**Drive-strength map**

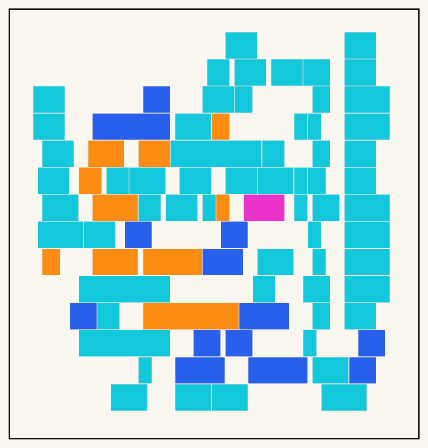
**Placed standard cells**

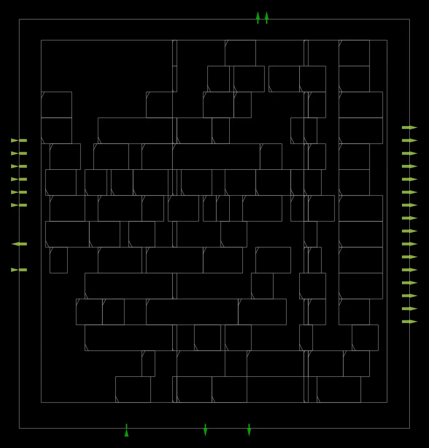
[src/rtl/multicycle_pkg.sv]
// rtl/multicycle_pkg.sv - state, opcode and select encodings shared by the multicycle control unit (MULTICYCLE_ADDI_EN adds the addi states)
package multicycle_pkg;

    typedef enum logic [3:0] {
        S_FETCH    = 4'd0,
        S_DECODE   = 4'd1,
        S_MEM_ADDR = 4'd2,
        S_MEM_RD   = 4'd3,
        S_MEM_WB   = 4'd4,
        S_MEM_WR   = 4'd5,
        S_R_EX     = 4'd6,
        S_R_WB     = 4'd7,
        S_BRANCH   = 4'd8,
        S_JUMP     = 4'd9,
        S_ADDI_EX  = 4'd10,
        S_ADDI_WB  = 4'd11
    } state_t;

    localparam logic [5:0] OP_RTYPE = 6'b000000;
    localparam logic [5:0] OP_LW    = 6'b100011;
    localparam logic [5:0] OP_SW    = 6'b101011;
    localparam logic [5:0] OP_BEQ   = 6'b000100;
    localparam logic [5:0] OP_J     = 6'b000010;
    localparam logic [5:0] OP_ADDI  = 6'b001000;

    localparam logic [1:0] ALUOP_ADD   = 2'b00;
    localparam logic [1:0] ALUOP_SUB   = 2'b01;
    localparam logic [1:0] ALUOP_FUNCT = 2'b10;

    localparam logic [1:0] PCSRC_ALU    = 2'b00;
    localparam logic [1:0] PCSRC_ALUOUT = 2'b01;
    localparam logic [1:0] PCSRC_JUMP   = 2'b10;

    localparam logic [1:0] SRCB_REG     = 2'b00;
    localparam logic [1:0] SRCB_FOUR    = 2'b01;
    localparam logic [1:0] SRCB_IMM     = 2'b10;
    localparam logic [1:0] SRCB_IMM_SH2 = 2'b11;

    typedef struct packed {
        logic       pc_write;
        logic       pc_write_cond;
        logic       iord;
        logic       mem_read;
        logic       mem_write;
        logic       mem_to_reg;
        logic       ir_write;
        logic       alu_src_a;
        logic       reg_write;
        logic       reg_dst;
        logic [1:0] alu_src_b;
        logic [1:0] alu_op;
        logic [1:0] pc_source;
    } ctrl_t;

endpackage

[src/rtl/control_output_decode.sv]
// rtl/control_output_decode.sv - combinational state to control-vector decode (MULTICYCLE_ADDI_EN adds the addi states)
import multicycle_pkg::*;

module control_output_decode (
    input  state_t state,
    output ctrl_t  ctrl
);

    // Moore outputs: every signal defaults low, each state raises only what it needs
    always_comb begin
        ctrl = '0;
        case (state)
            S_FETCH: begin
                ctrl.mem_read  = 1'b1;
                ctrl.ir_write  = 1'b1;
                ctrl.pc_write  = 1'b1;
                ctrl.alu_src_b = SRCB_FOUR;
                ctrl.alu_op    = ALUOP_ADD;
                ctrl.pc_source = PCSRC_ALU;
            end
            S_DECODE: begin
                // branch target is precomputed into ALUOut while the opcode is decoded
                ctrl.alu_src_b = SRCB_IMM_SH2;
                ctrl.alu_op    = ALUOP_ADD;
            end
            S_MEM_ADDR: begin
                ctrl.alu_src_a = 1'b1;
                ctrl.alu_src_b = SRCB_IMM;
                ctrl.alu_op    = ALUOP_ADD;
            end
            S_MEM_RD: begin
                ctrl.mem_read = 1'b1;
                ctrl.iord     = 1'b1;
            end
            S_MEM_WB: begin
                ctrl.reg_write  = 1'b1;
                ctrl.mem_to_reg = 1'b1;
            end
            S_MEM_WR: begin
                ctrl.mem_write = 1'b1;
                ctrl.iord      = 1'b1;
            end
            S_R_EX: begin
                ctrl.alu_src_a = 1'b1;
                ctrl.alu_src_b = SRCB_REG;
                ctrl.alu_op    = ALUOP_FUNCT;
            end
            S_R_WB: begin
                ctrl.reg_write = 1'b1;
                ctrl.reg_dst   = 1'b1;
            end
            S_BRANCH: begin
                ctrl.alu_src_a     = 1'b1;
                ctrl.alu_src_b     = SRCB_REG;
                ctrl.alu_op        = ALUOP_SUB;
                ctrl.pc_write_cond = 1'b1;
                ctrl.pc_source     = PCSRC_ALUOUT;
            end
            S_JUMP: begin
                ctrl.pc_write  = 1'b1;
                ctrl.pc_source = PCSRC_JUMP;
            end
`ifdef MULTICYCLE_ADDI_EN
            S_ADDI_EX: begin
                ctrl.alu_src_a = 1'b1;
                ctrl.alu_src_b = SRCB_IMM;
                ctrl.alu_op    = ALUOP_ADD;
            end
            S_ADDI_WB: begin
                ctrl.reg_write = 1'b1;
            end
`endif
            default: ctrl = '0;
        endcase
    end

endmodule

[src/rtl/multicycle_control_unit.sv]
// rtl/multicycle_control_unit.sv - multicycle MIPS control sequencer top (MULTICYCLE_ADDI_EN enables addi)
import multicycle_pkg::*;

module multicycle_control_unit #(
    parameter int DIGIT = 32
) (
    input  logic                     clock,
    input  logic                     reset,
    input  logic [DIGIT-1:DIGIT-6]   Opcode,
    output logic                     PCWrite,
    output logic                     PCWriteCond,
    output logic                     IorD,
    output logic                     MemRead,
    output logic                     MemWrite,
    output logic                     MemtoReg,
    output logic                     IRWrite,
    output logic                     ALUSrcA,
    output logic                     RegWrite,
    output logic                     RegDst,
    output logic [1:0]               ALUSrcB,
    output logic [1:0]               ALUOp,
    output logic [1:0]               PCSource,
    output logic                     Illegal,
    output logic [3:0]               State
);

    state_t state;
    state_t next_state;
    ctrl_t  ctrl;
    logic   opcode_supported;

    // Opcodes this build can execute; anything else is trapped in DECODE
    always_comb begin
        opcode_supported = 1'b0;
        case (Opcode)
            OP_LW, OP_SW, OP_RTYPE, OP_BEQ, OP_J: opcode_supported = 1'b1;
`ifdef MULTICYCLE_ADDI_EN
            OP_ADDI:                              opcode_supported = 1'b1;
`endif
            default:                              opcode_supported = 1'b0;
        endcase
    end

    // Next-state selection; terminal and unreachable states all return to FETCH
    always_comb begin
        next_state = S_FETCH;
        case (state)
            S_FETCH: next_state = S_DECODE;
            S_DECODE: begin
                case (Opcode)
                    OP_LW, OP_SW: next_state = S_MEM_ADDR;
                    OP_RTYPE:     next_state = S_R_EX;
                    OP_BEQ:       next_state = S_BRANCH;
                    OP_J:         next_state = S_JUMP;
`ifdef MULTICYCLE_ADDI_EN
                    OP_ADDI:      next_state = S_ADDI_EX;
`endif
                    default:      next_state = S_FETCH;
                endcase
            end
            // the IR still holds the instruction, so lw/sw split on the live opcode
            S_MEM_ADDR: next_state = (Opcode == OP_SW) ? S_MEM_WR : S_MEM_RD;
            S_MEM_RD:   next_state = S_MEM_WB;
            S_R_EX:     next_state = S_R_WB;
`ifdef MULTICYCLE_ADDI_EN
            S_ADDI_EX:  next_state = S_ADDI_WB;
`endif
            default:    next_state = S_FETCH;
        endcase
    end

    // State register; reset forces FETCH immediately so outputs take fetch values at once
    always_ff @(posedge clock or posedge reset) begin
        if (reset) begin
            state <= S_FETCH;
        end else begin
            state <= next_state;
        end
    end

    control_output_decode u_decode (
        .state (state),
        .ctrl  (ctrl)
    );

    assign PCWrite     = ctrl.pc_write;
    assign PCWriteCond = ctrl.pc_write_cond;
    assign IorD        = ctrl.iord;
    assign MemRead     = ctrl.mem_read;
    assign MemWrite    = ctrl.mem_write;
    assign MemtoReg    = ctrl.mem_to_reg;
    assign IRWrite     = ctrl.ir_write;
    assign ALUSrcA     = ctrl.alu_src_a;
    assign RegWrite    = ctrl.reg_write;
    assign RegDst      = ctrl.reg_dst;
    assign ALUSrcB     = ctrl.alu_src_b;
    assign ALUOp       = ctrl.alu_op;
    assign PCSource    = ctrl.pc_source;

    assign Illegal = (state == S_DECODE) && !opcode_supported;
    assign State   = state;

endmodule

[config.mk]
export PLATFORM = sky130hd
export DESIGN_NAME = multicycle_control_unit
export DESIGN_NICKNAME = d
export VERILOG_FILES = /design/src/rtl/multicycle_pkg.sv /design/src/rtl/control_output_decode.sv /design/src/rtl/multicycle_control_unit.sv
export SDC_FILE = /design/constraint.sdc
export NUM_CORES = 1
export LEC_CHECK = 0
export CORE_AREA = 2 2 39 41
export DETAILED_ROUTE_END_ITERATION = 12
export DIE_AREA = 0 0 41 43
export GPL_TIMING_DRIVEN = 0
export PLACE_DENSITY_LB_ADDON = 0.3
export SYNTH_ARGS = -nofsm -noshare
export SYNTH_HDL_FRONTEND = slang
export SYNTH_SLANG_ARGS = --single-unit
export TNS_END_PERCENT = 5
[constraint.sdc]
create_clock -name clock -period 2.15 [get_ports clock]
set_input_delay 0.5375 -clock clock [delete_from_list [all_inputs] [get_ports clock]]
set_output_delay 0.5375 -clock clock [all_outputs]
set_load 0.01 [all_outputs]
==> out/notes.md <==
### Run status
- finished, final reports clean — result of the run

### Route
- 1.11 mm — Total Routed Length
- 4.96 — via/cell ratio
- 4 — first drt pass iteration count
- 0 — count of antenna-violating nets left after detailed routing
- 0 — DRC violations left
- 496 — vias after detailed routing
- 5 — count of routing violations after the opening detailed-route iteration
- 11.1 um — detail-routed net length per standard cell

### Worst setup path
- Opcode[26] — Critical Path Source
- State[1] — r2r endpoint
- 1520 ps — critical path data arrival time
- input port — critical path startpoint category
- input port to output pin — kind of critical path
- 3 — Critical Path Fanout Max
- 3 — depth of the worst register-to-register path
- State[2] — startpoint of the worst-slack reg-to-reg timing path
- 1030 ps — flop2flop setup slack
- 1610 ps — worst path required time
- output pin — element type at the critical path end

### Power
- 528 uV — Peak VDD IR
- 748 nW/um^2 — Pwr per Cell Area
- 604 uW — total power consumption of the routed design
- 0.465 nW — Leakage

### Synth
- sky130_fd_sc_hd__dfrtp_1 — Main synth FF type
- 0.231 — sequential-to-total area share from yosys stat
- 0 — EDFF count, synth
- 28 — number of distinct standard cells referenced by the synthesized netlist
- 4 — number of register bits inferred by synthesis
- sky130_fd_sc_hd__dfrtp_1 (23%), sky130_fd_sc_hd__nor3_1 (6.9%), sky130_fd_sc_hd__nor2_1 (6.1%) — main area contributors after synthesis
- 1.00 — share of synthesized registers carrying an async set or reset
- sky130_fd_sc_hd__dfrtp_1 — dominant cell type by area after synthesis
- 0 — number of warnings printed during yosys synthesis
- 52 — Gate Count Post-Synth
- 60 — nets in the synthesized netlist
- 52 — number of cells in Yosys stat
- 8.35 sq um — Synth Area per Inst
- 0.231 — post-synth top area share
- 434 sq um — post-synthesis instance area
- 434 sq um — synthesis area per yosys

### Clock network
- 230 ps — clk latency late pin
- built — TritonCTS clock tree
- 4 — CTS sink cnt
- 3 — number of clock buffers inserted by TritonCTS
- 1 — deepest level of the CTS H-tree
- sky130_fd_sc_hd__clkbuf_4 — Root Buffer Master
- 40 ps — register clock-pin slew on the reported worst setup and hold paths
- 2 — Clock Tree Buf Depth

### Die
- 0.314 — core utilization before placement
- 1760 sq um — Die Outline Area
- 43 um — overall die height
- 41 um — die x size
- 29 — number of top-level pins
- 1380 sq um — Floorplan Core Area

### Placed design
- 96 — cell total after placement
- 734 sq um — placed instance area
- 28 — port bufs
- 855 um — half-perimeter wire length after placement
- -553 ps — worst slack at placement
- 0.746 — final weighted congestion of routability-driven global placement

### Timing
- 0 — Slew Viols, Final
- 248 ps — pin slew with the least headroom to its limit
- 0.956 — part of the cycle the worst path needs
- 0 — final tally of hold violations
- 0.835 — Rel. slew slack
- 0 ps — Setup Total Neg Slack
- 9.94 ps — worst setup skew after layout
- false — RSZ-0062 raised after global routing
- 486 MHz — highest clock rate
- 2060 ps — minimum period implied by the final worst setup slack
- 485 ps — worst hold margin
- 0 — final count of negative-setup-slack endpoints

### Run
- 27 — tool warnings
- 0 — max-capacitance violation count

### Final layout
- 94 — Total Nets Final
- 0 — antenna diode count
- 100 — post-route insts no fill
- sky130_fd_sc_hd__dlygate4sd2_1 (11), sky130_fd_sc_hd__dlymetal6s2s_1 (8), sky130_fd_sc_hd__clkdlybuf4s50_1 (7), sky130_fd_sc_hd__nor2_1 (6) — top logic cells by instance count in the layout
- 4 — Largest register FFs
- 0.286 — ratio of cells with drive above 1 in the final layout
- sky130_fd_sc_hd__dlygate4sd2_1 — Commonest Layout Cell

### GRT
- 0 — initial antenna violation count
- 1.75 mm — global-route wire length before repair
- 434 — number of global-route vias before repair
- 0.145 — global routing usage summed across all routing layers
- 0 — gr ovfl total
- 11 — maximum number of pins on one net before global-route repair

### Worst hold path
- input port to asynchronous set/reset pin — classification of the worst-slack hold path

## Picture notes: 'drive-strength map'
| size | color | cells | share |
|---|---|---|---|
| drive 6 and up | magenta | 1 | 1.2% |
| drive 2 | orange | 10 | 12% |
| drive 3 to 4 | blue | 13 | 15% |
| drive 1 or less | cyan | 60 | 71% |
cell area after layout: 807 sq um
final setup margin: 94.2 ps
number of ordinary and repair buffers in the finished layout: 34
Syn-to-layout area delta: 85.9%

## Picture notes: 'placed standard cells'
count of standard-cell rows: 14
share of cell area taken by flip-flops and latches: 0.126
filler cell count in the final layout: 146
core utilization of the finished layout: 0.583

## kinds of logic (layout without fill, tap and decap cells)
logic type | Yosys count | after routing | share of synthesized area
DFF | 4 | 4 | 0.231
and+or+nand+nor | 31 | 31 | 0.478
buffers and inverters | 7 | 39 | 0.0864
AOI/OAI and AO/OA | 6 | 6 | 0.124
xor gates and xnor gates | 4 | 4 | 0.0807
## synth_stat cells, types with 2 or more instances
cell / number
sky130_fd_sc_hd__nor3_1: 6
sky130_fd_sc_hd__buf_4: 2
sky130_fd_sc_hd__and4b_1: 2
sky130_fd_sc_hd__nand2_1: 2
sky130_fd_sc_hd__nand2b_1: 3
sky130_fd_sc_hd__dfrtp_1: 4
sky130_fd_sc_hd__nor3b_2: 2
sky130_fd_sc_hd__buf_2: 3
sky130_fd_sc_hd__xnor2_1: 2
sky130_fd_sc_hd__xor2_1: 2
sky130_fd_sc_hd__nor2_1: 7
## worst max-delay path: stages
cell and delay [ps]:
sky130_fd_sc_hd__dlygate4sd2_1 280, sky130_fd_sc_hd__nor4_4 310, sky130_fd_sc_hd__o21ai_2 100, sky130_fd_sc_hd__nor3b_2 150, sky130_fd_sc_hd__buf_2 140
## timing repair
action                                  CTS  global route
resized                                  22            12
hold buffers                              0             0
cloned                                    0             0
setup buffers                             1             0
endpoints found under the setup margin   12             9
pin swaps                                 3             1
## report_power, final
group	leakage, nW	switching [mW]	total [mW]	internal, mW
logic	0.399	0.193	0.402	0.209
clock network	0.0138	0.0297	0.0921	0.0623
registers	0.0523	0.0176	0.109	0.0916
total	0.465	0.240	0.604	0.363
## how the worst max path moves through the flow
stage	cells after the start	end	slack [ps]
after global placement	5	Illegal	-550
final	5	Illegal	90
after detailed placement	5	Illegal	-550
after floorplan	3	Illegal	480
after global routing	3	PCSource[1]	8
after CTS	4	ALUSrcA	-110
## layout make-up
class,count,area [sq um],share of cell area
Multi-Input combinational cell,41,330,0.409
Timing Repair Buffer,29,287,0.355
Sequential cell,4,101,0.126
Buffer,5,38.8,0.0481
Clock buffer,3,22.5,0.0279
Tap cell,16,20.0,0.0248
Inverter,2,7.51,0.00930
## routing by layer
layer	routed length [um]	global-route usage	vias to the layer above
met3	108	0.0681	0
li1	-	-	254
met2	557	0.253	24
met4	0	0.0333	0
met1	445	0.146	218
met5	0	0	-
Power and IR drop assume default switching activity.
